===== src/rtl/dpwm_sched_pkg.sv =====
// Shared width, FSM encoding and elaboration-time helpers for the DPWM scheduler.
package dpwm_pkg;

  localparam int W = 11;

  typedef enum logic [2:0] {
    IDLE  = 3'd0,
    ARM   = 3'd1,
    SOFT  = 3'd2,
    RUN   = 3'd3,
    FAULT = 3'd4
  } state_t;

  function automatic logic [W-1:0] angle_of(input int i, input int period, input int n_cells);
    return W'((i * period) / n_cells);
  endfunction

  // Saturate rather than wrap: an out-of-range command must never alias to a small duty.
  function automatic logic [W-1:0] clamp_duty(input logic [W-1:0] v, input int dmin, input int dmax);
    if (int'(v) < dmin) return W'(dmin);
    if (int'(v) > dmax) return W'(dmax);
    return v;
  endfunction

endpackage


===== src/rtl/dpwm_sched_if.sv =====
// Duty-command valid/ready handshake between the control loop and the DPWM scheduler.
interface dpwm_sched_if;
  import dpwm_pkg::*;

  logic [W-1:0] duty_cmd;
  logic         duty_valid;
  logic         duty_ready;

  modport master (output duty_cmd, output duty_valid, input duty_ready);
  modport slave  (input duty_cmd, input duty_valid, output duty_ready);
endinterface


===== src/rtl/dpwm_sched_softstart_ramp.sv =====
// Soft-start ramp: steps the shared duty by SS_STEP every SS_DIV ticks, saturating at target.
module softstart_ramp
  import dpwm_pkg::*;
#(
  parameter int SS_DIV  = 16,
  parameter int SS_STEP = 8
) (
  input  logic         clk,
  input  logic         rst,
  input  logic         clear,
  input  logic         tick,
  input  logic [W-1:0] target,
  output logic [W-1:0] ss_next,
  output logic         step_due,
  output logic         done
);
  localparam int DW = (SS_DIV > 1) ? $clog2(SS_DIV) : 1;
  localparam logic [DW-1:0] DIV_LAST = DW'(SS_DIV - 1);

  logic [DW-1:0] div_cnt_reg;
  logic [W-1:0]  ss_reg;
  logic [W:0]    sum_next;

  // One extra bit so a ramp near full scale cannot wrap before the min.
  assign sum_next = {1'b0, ss_reg} + (W+1)'(SS_STEP);
  assign ss_next  = (sum_next < {1'b0, target}) ? sum_next[W-1:0] : target;
  assign step_due = (div_cnt_reg == DIV_LAST);
  assign done     = (ss_reg == target);

  always_ff @(posedge clk) begin
    if (!rst || clear) begin
      div_cnt_reg <= '0;
      ss_reg      <= '0;
    end else if (tick) begin
      if (step_due) begin
        div_cnt_reg <= '0;
        ss_reg      <= ss_next;
      end else begin
        div_cnt_reg <= div_cnt_reg + 1'b1;
      end
    end
  end
endmodule


===== src/rtl/dpwm_sched.sv =====
// Sequencer for the interleaved DPWM bank: arm, soft-start, closed-loop run, latched fault.
module dpwm_sched
  import dpwm_pkg::*;
#(
  parameter int N_CELLS  = 4,
  parameter int PERIOD   = 2000,
  parameter int DUTY_MIN = 0,
  parameter int DUTY_MAX = 1900,
  parameter int SS_DIV   = 16,
  parameter int SS_STEP  = 8,
  parameter int ARM_CYC  = 4
) (
  input  logic                 clk,
  input  logic                 rst,
  input  logic                 en,
  input  logic                 fault_in,
  input  logic                 sync_zero,
  dpwm_sched_if.slave          cmd_if,
  output logic                 dpwm_rst,
  output logic [N_CELLS*W-1:0] dpwm_duty,
  output logic [N_CELLS*W-1:0] dpwm_angle,
  output logic                 gate_en,
  output logic [2:0]           state,
  output logic                 fault_latched
);
  localparam int AW = (ARM_CYC > 1) ? $clog2(ARM_CYC) : 1;
  localparam logic [AW-1:0] ARM_LAST = AW'(ARM_CYC - 1);

  state_t        state_reg;
  logic [AW-1:0] arm_cnt_reg;
  logic [W-1:0]  target_reg, pend_duty_reg, duty_reg;
  logic          pending_reg, duty_ready_reg, dpwm_rst_reg, gate_en_reg, fault_latched_reg;

  logic          accept, arm_load, ramp_clear, ramp_tick;
  logic [W-1:0]  cmd_clamped, ss_next;
  logic          ss_step_due, ss_done;

  assign accept      = cmd_if.duty_valid && duty_ready_reg;
  assign cmd_clamped = clamp_duty(cmd_if.duty_cmd, DUTY_MIN, DUTY_MAX);
  assign arm_load    = (state_reg == IDLE) && en && !fault_in;
  assign ramp_clear  = (state_reg != SOFT);
  assign ramp_tick   = (state_reg == SOFT) && sync_zero && !ss_done;

  softstart_ramp #(.SS_DIV(SS_DIV), .SS_STEP(SS_STEP)) u_ramp (
    .clk      (clk),
    .rst      (rst),
    .clear    (ramp_clear),
    .tick     (ramp_tick),
    .target   (target_reg),
    .ss_next  (ss_next),
    .step_due (ss_step_due),
    .done     (ss_done)
  );

  always_ff @(posedge clk) begin
    if (!rst) begin
      state_reg         <= IDLE;
      arm_cnt_reg       <= '0;
      target_reg        <= '0;
      pend_duty_reg     <= '0;
      duty_reg          <= '0;
      pending_reg       <= 1'b0;
      duty_ready_reg    <= 1'b0;
      dpwm_rst_reg      <= 1'b1;
      gate_en_reg       <= 1'b0;
      fault_latched_reg <= 1'b0;
    end else if (fault_in) begin
      state_reg         <= FAULT;
      duty_reg          <= '0;
      pending_reg       <= 1'b0;
      duty_ready_reg    <= 1'b0;
      dpwm_rst_reg      <= 1'b1;
      gate_en_reg       <= 1'b0;
      fault_latched_reg <= 1'b1;
    end else begin
      case (state_reg)
        IDLE: begin
          if (accept) target_reg <= cmd_clamped;
          dpwm_rst_reg <= 1'b1;
          gate_en_reg  <= 1'b0;
          duty_reg     <= '0;
          if (en) begin
            state_reg      <= ARM;
            arm_cnt_reg    <= '0;
            duty_ready_reg <= 1'b0;
          end else begin
            duty_ready_reg <= 1'b1;
          end
        end
        ARM: begin
          if (!en) begin
            state_reg      <= IDLE;
            duty_ready_reg <= 1'b1;
          end else if (arm_cnt_reg == ARM_LAST) begin
            state_reg      <= SOFT;
            dpwm_rst_reg   <= 1'b0;
            gate_en_reg    <= 1'b1;
            duty_reg       <= '0;
            duty_ready_reg <= 1'b1;
          end else begin
            arm_cnt_reg <= arm_cnt_reg + 1'b1;
          end
        end
        SOFT: begin
          if (accept) target_reg <= cmd_clamped;
          if (!en) begin
            state_reg      <= IDLE;
            dpwm_rst_reg   <= 1'b1;
            gate_en_reg    <= 1'b0;
            duty_reg       <= '0;
            duty_ready_reg <= 1'b1;
          end else if (sync_zero) begin
            if (ss_done) begin
              state_reg   <= RUN;
              pending_reg <= 1'b0;
            end else if (ss_step_due) begin
              duty_reg <= ss_next;
            end
          end
        end
        RUN: begin
          if (!en) begin
            state_reg      <= IDLE;
            dpwm_rst_reg   <= 1'b1;
            gate_en_reg    <= 1'b0;
            duty_reg       <= '0;
            pending_reg    <= 1'b0;
            duty_ready_reg <= 1'b1;
          end else if (sync_zero && pending_reg) begin
            duty_reg       <= pend_duty_reg;
            pending_reg    <= 1'b0;
            duty_ready_reg <= 1'b1;
          end else if (accept) begin
            // A command arriving with sync_zero waits for the next zero crossing.
            pend_duty_reg  <= cmd_clamped;
            pending_reg    <= 1'b1;
            duty_ready_reg <= 1'b0;
          end
        end
        FAULT: begin
          if (!en) begin
            state_reg         <= IDLE;
            fault_latched_reg <= 1'b0;
            duty_ready_reg    <= 1'b1;
          end
        end
        default: begin
          state_reg         <= FAULT;
          duty_reg          <= '0;
          pending_reg       <= 1'b0;
          duty_ready_reg    <= 1'b0;
          dpwm_rst_reg      <= 1'b1;
          gate_en_reg       <= 1'b0;
          fault_latched_reg <= 1'b1;
        end
      endcase
    end
  end

  for (genvar gi = 0; gi < N_CELLS; gi++) begin : g_cell
    localparam logic [W-1:0] ANGLE = angle_of(gi, PERIOD, N_CELLS);
    logic [W-1:0] angle_reg;

    always_ff @(posedge clk) begin
      if (!rst) angle_reg <= '0;
      else if (arm_load) angle_reg <= ANGLE;
    end

    assign dpwm_angle[gi*W +: W] = angle_reg;
    assign dpwm_duty[gi*W +: W]  = duty_reg;
  end

  assign cmd_if.duty_ready = duty_ready_reg;
  assign dpwm_rst          = dpwm_rst_reg;
  assign gate_en           = gate_en_reg;
  assign state             = state_reg;
  assign fault_latched     = fault_latched_reg;
endmodule


===== src/flat_wrapper.sv =====
// flat-port wrapper written by rule: the top's interface ports become plain ports
module dpwm_sched_flat import dpwm_pkg::*;
#(
  parameter int N_CELLS  = 4,
  parameter int PERIOD   = 2000,
  parameter int DUTY_MIN = 0,
  parameter int DUTY_MAX = 1900,
  parameter int SS_DIV   = 16,
  parameter int SS_STEP  = 8,
  parameter int ARM_CYC  = 4
)
  (clk, rst, en, fault_in, sync_zero, dpwm_rst, dpwm_duty, dpwm_angle, gate_en, state, fault_latched, cmd_if_duty_cmd, cmd_if_duty_valid, cmd_if_duty_ready);
  dpwm_sched_if cmd_if_i ();
  input  logic clk;
  input  logic rst;
  input  logic en;
  input  logic fault_in;
  input  logic sync_zero;
  output logic dpwm_rst;
  output logic [N_CELLS*W-1:0] dpwm_duty;
  output logic [N_CELLS*W-1:0] dpwm_angle;
  output logic gate_en;
  output logic [2:0] state;
  output logic fault_latched;
  input wire logic [$bits(cmd_if_i.duty_cmd)-1:0] cmd_if_duty_cmd;
  input wire logic [$bits(cmd_if_i.duty_valid)-1:0] cmd_if_duty_valid;
  output wire logic [$bits(cmd_if_i.duty_ready)-1:0] cmd_if_duty_ready;
  assign cmd_if_i.duty_cmd = cmd_if_duty_cmd;
  assign cmd_if_i.duty_valid = cmd_if_duty_valid;
  assign cmd_if_duty_ready = cmd_if_i.duty_ready;
  dpwm_sched #(.N_CELLS(N_CELLS), .PERIOD(PERIOD), .DUTY_MIN(DUTY_MIN), .DUTY_MAX(DUTY_MAX), .SS_DIV(SS_DIV), .SS_STEP(SS_STEP), .ARM_CYC(ARM_CYC)) u_core (.clk(clk), .rst(rst), .en(en), .fault_in(fault_in), .sync_zero(sync_zero), .cmd_if(cmd_if_i), .dpwm_rst(dpwm_rst), .dpwm_duty(dpwm_duty), .dpwm_angle(dpwm_angle), .gate_en(gate_en), .state(state), .fault_latched(fault_latched));
endmodule

===== config.mk =====
export PLATFORM = sky130hd
export DESIGN_NAME = dpwm_sched_flat
export DESIGN_NICKNAME = d
export VERILOG_FILES = /design/src/rtl/dpwm_sched_pkg.sv /design/src/rtl/dpwm_sched_if.sv /design/src/rtl/dpwm_sched_softstart_ramp.sv /design/src/rtl/dpwm_sched.sv /design/src/flat_wrapper.sv
export SDC_FILE = /design/constraint.sdc
export NUM_CORES = 1
export LEC_CHECK = 0
export CORE_UTILIZATION = 44
export CTS_CLUSTER_SIZE = 16
export DETAILED_ROUTE_END_ITERATION = 16
export PLACE_DENSITY_LB_ADDON = 0.05
export REMOVE_ABC_BUFFERS = 1
export SLEW_MARGIN = 0
export SYNTH_ARGS = -nofsm -noshare
export SYNTH_HDL_FRONTEND = slang
export SYNTH_SLANG_ARGS = --single-unit

===== constraint.sdc =====
create_clock -name clk -period 2.45 [get_ports clk]
set_input_delay 0.735 -clock clk [delete_from_list [all_inputs] [get_ports clk]]
set_output_delay 0.735 -clock clk [all_outputs]
set_load 0.02 [all_outputs]

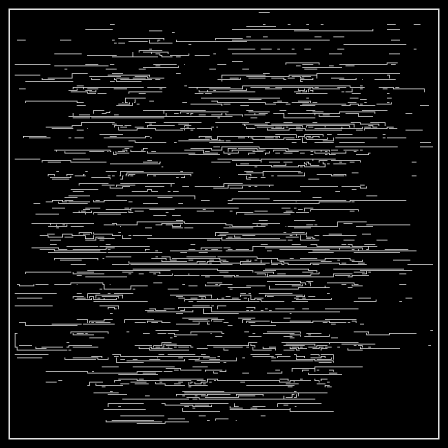
Figure 1: run 1, the metal 1 layer.
nets with wire on the layer = 489
main direction = horizontal
share of all routed wire = 45%
wire length on this layer = 4530 µm
longest straight run = 36.3 µm
WL final: 10.0 mm
met1 Track Usage GR: 30.6%
total via count after detailed routing: 3386

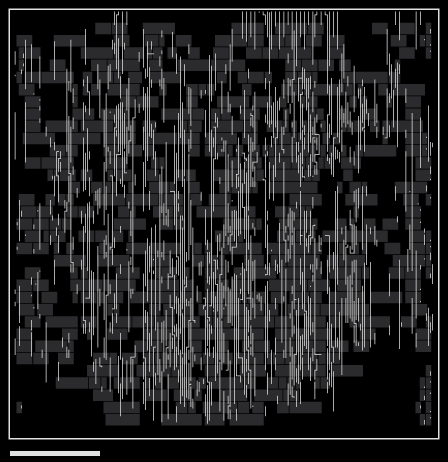
Figure 2: run 1, signal wires on met2.
Scale bar: 20 µm. Cells faint in the background.
share of all routed wire = 47%
longest straight run = 39.1 µm
met2 Use GR: 36.1%

==> summary.txt, run 1 <==
fresh numbers from the pnr run: H-tree depth=3, FF-to-FF End=u_core.u_ramp.ss_reg[10], FFs & Latches=59, number of warnings reported in the yosys synthesis log=0, area of the mapped netlist=3830 µm², post-route cell area=5070 µm², register bit total from synthesis=59, CTS tree=yes, P_int=1.91 mW, clock network power=1.16 mW, area of the core region=8300 µm², routability congestion estimate from global placement=0.887, Cell variety after synth=49, leading area contributor after synthesis=sky130_fd_sc_hd__dfxtp_1, Non-Filler Instances=650, Crit Path Max Fanout=6, worst setup path endpoint=u_core.u_ramp.ss_reg[10], overall power consumption=2.56 mW, final count of hold timing violations=0, highest ir drop seen on vdd=0.000260 V, adder and majority gate portion of the synthesized area=4.58%, result of the run=finished, violations left, tally of nets with antenna violations remaining after routing=0, count of tool warnings=27, top_reg_cell synth=sky130_fd_sc_hd__dfxtp_1, Storage cell area=1190 µm², post-placement worst setup slack=-0.205 ns, multiplexer share of the synthesized area=2.88%, simple-gate share of the synthesized area=17.9%, Hold Worst Slack=0.467 ns, pin count of the biggest net entering global routing=23, chip area=9070 µm², combinational share of cell area=43.2%, number of clock buffers in the layout=12, Critical Path Max Stage Delay=0.35 ns, Worst Hold Path EP=u_core.pend_duty_reg[8], sequential fraction of total cell area=23.5%, final worst setup slack=-0.124 ns, placed cell area=4520 µm², library cell contributing the largest single delay on the critical path=sky130_fd_sc_hd__dfxtp_2, total cell area reported by yosys after synthesis=3830 µm², maximum clock rate=0.388 GHz, count of final setup violators=19, final tally of max-slew violations=0, launching element type of the critical path=flip-flop, number of global-route vias before repair=3064, top cell family by delay on the critical path=simple AND/OR/NAND/NOR gates, cell depth of the worst min-delay path=2, final total negative setup slack=-1.18 ns, sum of buffers and inverters on the critical path=2, top comb family, area=AND-OR/OR-AND gates, area fraction in compound gates=20.3%, failing checks=negative setup slack, area share of the largest cell type after synthesis=30.9%, sw frac=25.2%, fin crit share=105%, ant diodes=0, cell row count=33
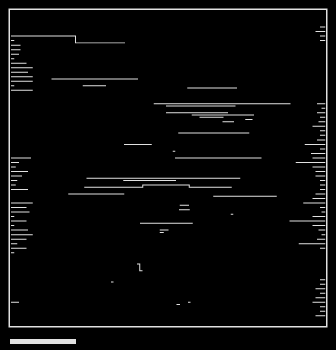
Figure 3: run 1, met3 routing.
Scale bar: 20 µm.
nets with wire on the layer = 98
share of all routed wire = 6.5%
main direction = horizontal
global routing met3 resource utilization: 3.35%

run 1: placed cells by master (no fill, tap or decap), types with 4 or more instances in the layout:
master / n
sky130_fd_sc_hd__nor2b_1: 8
sky130_fd_sc_hd__nor2_1: 22
sky130_fd_sc_hd__nand2_1: 61
sky130_fd_sc_hd__conb_1: 25
sky130_fd_sc_hd__mux2i_4: 4
sky130_fd_sc_hd__inv_1: 14
sky130_fd_sc_hd__clkbuf_8: 12
sky130_fd_sc_hd__ha_1: 13
sky130_fd_sc_hd__xor2_1: 8
sky130_fd_sc_hd__a21boi_0: 14
sky130_fd_sc_hd__o22ai_1: 6
sky130_fd_sc_hd__clkdlybuf4s50_1: 86
sky130_fd_sc_hd__xnor2_1: 5
sky130_fd_sc_hd__mux2i_1: 4
sky130_fd_sc_hd__o21ai_0: 15
sky130_fd_sc_hd__dfxtp_2: 6
sky130_fd_sc_hd__nand3_1: 17
sky130_fd_sc_hd__o211ai_2: 4
sky130_fd_sc_hd__dfxtp_1: 53
sky130_fd_sc_hd__o211a_1: 12
sky130_fd_sc_hd__o21ai_1: 4
sky130_fd_sc_hd__nor3_1: 9
sky130_fd_sc_hd__buf_4: 45
sky130_fd_sc_hd__a21oi_1: 25
run 1: per-layer routing:
metal / up-vias / global-route usage, % / part of all wire (%)
met5: - / 0 / 0
met4: 0 / 7.58 / 1.6
met2: 138 / 36.1 / 47
met1: 1558 / 30.6 / 45
met3: 14 / 3.35 / 6.5
li1: 1676 / - / -
run 1: timing repair:
action | in CTS | in global routing
buffers inserted | 6 | 1
pin swaps | 21 | 2
setup endpoints to repair | 40 | 22
resized | 32 | 21
Figure 4. Close-up of the layout (run 1).
Scale bar: 5 µm. Window x 14 to 34, y 61 to 81 µm. Cells in grey, sequential cells in the stronger grey; small squares are vias.
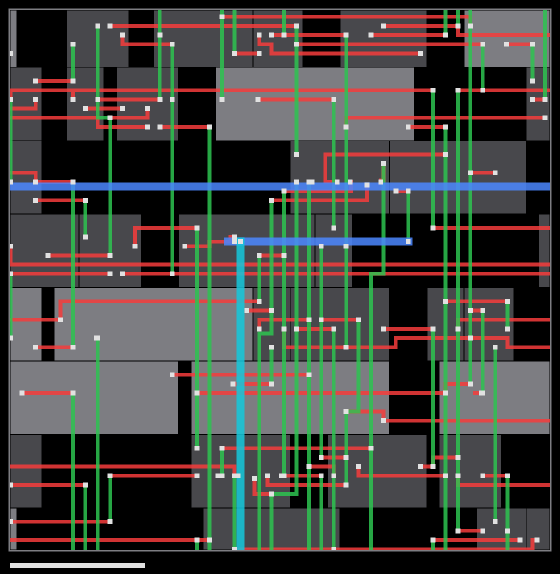

==> inputs of run 2 (changes only) <==
--- a/config.mk
+++ b/config.mk
@@ -10,6 +10,7 @@
 export DETAILED_ROUTE_END_ITERATION = 16
 export PLACE_DENSITY_LB_ADDON = 0.05
 export REMOVE_ABC_BUFFERS = 1
+export SKIP_LAST_GASP = 1
 export SLEW_MARGIN = 0
 export SYNTH_ARGS = -nofsm -noshare
 export SYNTH_HDL_FRONTEND = slang
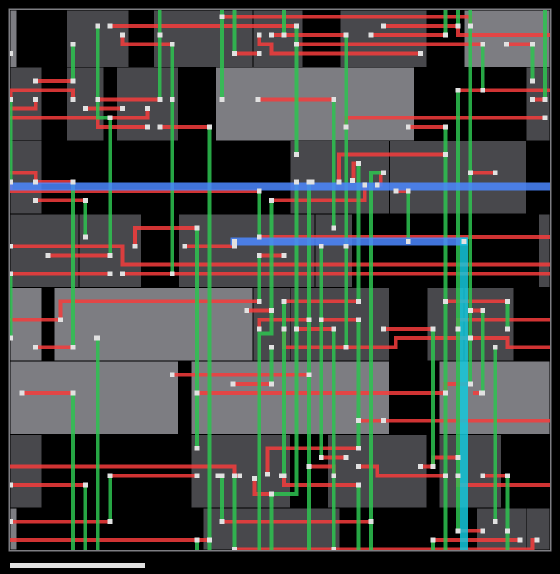
Figure 5: run 2, close-up of the layout.
Scale bar: 5 µm. Window x 14 to 34, y 61 to 81 µm. Cells in grey, sequential cells in the stronger grey; small squares are vias.
red -> met1
cyan -> met4
green -> met2
blue -> met3
cells with their middle in the window = 29
sequential cells in the window = 5
netlist names of flops here include = `u_core.u_ramp.ss_reg` (3)
most frequent = dfxtp_1 (5), nand2_1 (4)

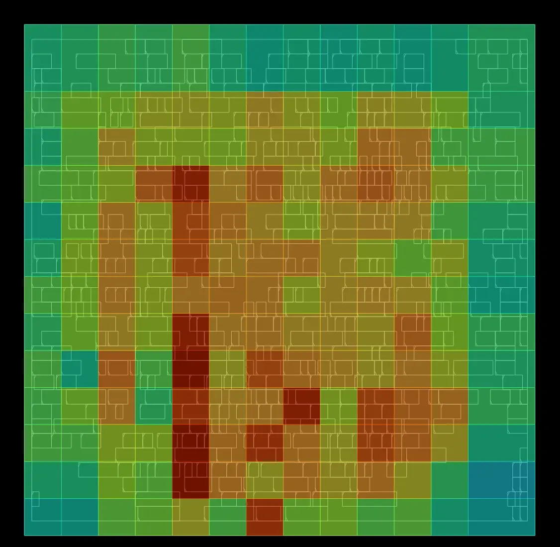
Figure 6: run 2, congestion heat map.
global route hottest layer: met2
global routing usage summed across all routing layers: 22.5%
core occupancy in the finished layout: 61.1%
routed wire length per instance: 15.5 µm

==> summary.txt, run 2 <==
fresh numbers from the pnr run: leading area contributor after synthesis=sky130_fd_sc_hd__dfxtp_1 (unchanged), top cell family by delay on the critical path=simple AND/OR/NAND/NOR gates (unchanged), overall power consumption=2.55 mW (was 2.56 mW), adder and majority gate portion of the synthesized area=4.58% (unchanged), CTS tree=yes (unchanged), port bufs=86 (unchanged), register bit total from synthesis=59 (unchanged), chip area=9070 µm² (unchanged), cell row count=33 (unchanged), launching element type of the critical path=flip-flop (unchanged), start point of the worst hold path=u_core.pend_duty_reg[8] (unchanged), maximum clock rate=0.387 GHz (was 0.388 GHz), final tally of max-slew violations=0 (unchanged), most frequently placed logic cells in the final layout=86 x sky130_fd_sc_hd__clkdlybuf4s50_1, 61 x sky130_fd_sc_hd__nand2_1, 53 x sky130_fd_sc_hd__dfxtp_1, 45 x sky130_fd_sc_hd__buf_4 (unchanged), count of tool warnings=27 (unchanged), number of design rule violations left after detail routing=0 (unchanged), top comb family, area=AND-OR/OR-AND gates (unchanged), final count of hold timing violations=0 (unchanged), fin crit share=105% (about the same), global route total overflow=0 (unchanged), ant diodes=0 (unchanged), Storage cell area=1190 µm² (unchanged), WL final=10.0 mm (unchanged), P_int=1.91 mW (about the same), Psw=0.639 mW (was 0.644 mW), H-tree depth=3 (unchanged), routability congestion estimate from global placement=0.887 (unchanged), dominant logic cell type in the layout=sky130_fd_sc_hd__clkdlybuf4s50_1 (unchanged), area share of the largest cell type after synthesis=30.9% (unchanged), number of global-route vias before repair=3064 (unchanged), sum of buffers and inverters on the critical path=2 (unchanged), multiplexer share of the synthesized area=2.88% (unchanged), area fraction in compound gates=20.3% (unchanged), count of final setup violators=19 (unchanged), top_reg_cell synth=sky130_fd_sc_hd__dfxtp_1 (unchanged), area of the core region=8300 µm² (unchanged), sw frac=25.0% (was 25.2%), clock network fraction of design power=45.2% (was 45.3%), post-placement worst setup slack=-0.205 ns (unchanged), Cell variety after synth=49 (unchanged), library cell contributing the largest single delay on the critical path=sky130_fd_sc_hd__a2111o_1 (was sky130_fd_sc_hd__dfxtp_2), Synth top cells by count=76 x sky130_fd_sc_hd__buf_4, 62 x sky130_fd_sc_hd__nand2_1, 59 x sky130_fd_sc_hd__dfxtp_1 (unchanged), total via count after detailed routing=3401 (was 3386), result of the run=finished, violations left (unchanged), Crit Path Max Fanout=6 (unchanged), final worst setup slack=-0.132 ns (was -0.124 ns), pin count of the biggest net entering global routing=23 (unchanged), tally of nets with antenna violations remaining after routing=0 (unchanged), mean instance size in the synthesized netlist=8.11 µm² (unchanged), failing checks=negative setup slack (unchanged), area of the mapped netlist=3830 µm² (unchanged), number of warnings reported in the yosys synthesis log=0 (unchanged), total cell area reported by yosys after synthesis=3830 µm² (unchanged)
[run 2: repair_timing]
item	4_1_cts	5_1_grt
gates cloned	0	0
buffers inserted	6	1
pin swaps	20	3
setup endpoints to repair	40	22
resized	32	19
endpoints found under the hold margin	0	0
[run 2: area by class of cell]
class,count,area share (%)
sequential,59,23.5
timing repair buffer,134,24.5
clock inverter,4,1.88
inverter,15,1.11
tap,105,2.59
clock buffer,12,3.26
multi-input combinational,321,43.2
[run 2: path summary, 6_finish.rpt]
kind | endpoint | slack, ns | cells after the start
max | u_core.u_ramp.ss_reg[10] | -0.13 | 12
min | u_core.pend_duty_reg[8] | 0.47 | 2
max reg2reg | u_core.u_ramp.ss_reg[10] | -0.13 | 12
min reg2reg | u_core.pend_duty_reg[8] | 0.47 | 2
[run 2: power by group through the flow]
stage	sequential, mW	combinational (mW)	clock [mW]
5_1_grt	0.994	0.435	1.22
6_report	0.992	0.406	1.16
3_5_place_dp	1.01	0.377	0
3_3_place_gp	1.01	0.377	0
2_1_floorplan	1.07	0.132	0
4_1_cts	0.992	0.394	1.17
[run 2: stage by stage]
stage	instances	hold slack, ns	setup TNS (ns)	area, µm²
finish	650	0.468	-1.23	5070
global route	650	0.508	-3.50	5070
CTS	649	0.471	-0.0956	4980
detailed placement	627	0.461	-2.19	4520
global placement	627	0.452	-0.719	4520
floorplan	395	0.443	-22.56	3220
[run 2: routing by layer]
metal	track usage (%)	part of all wire, %
met1	30.6	46
met2	36.1	47
met3	3.35	5.3
met4	7.58	1.5
met5	0	0
Power and IR drop assume default switching activity.
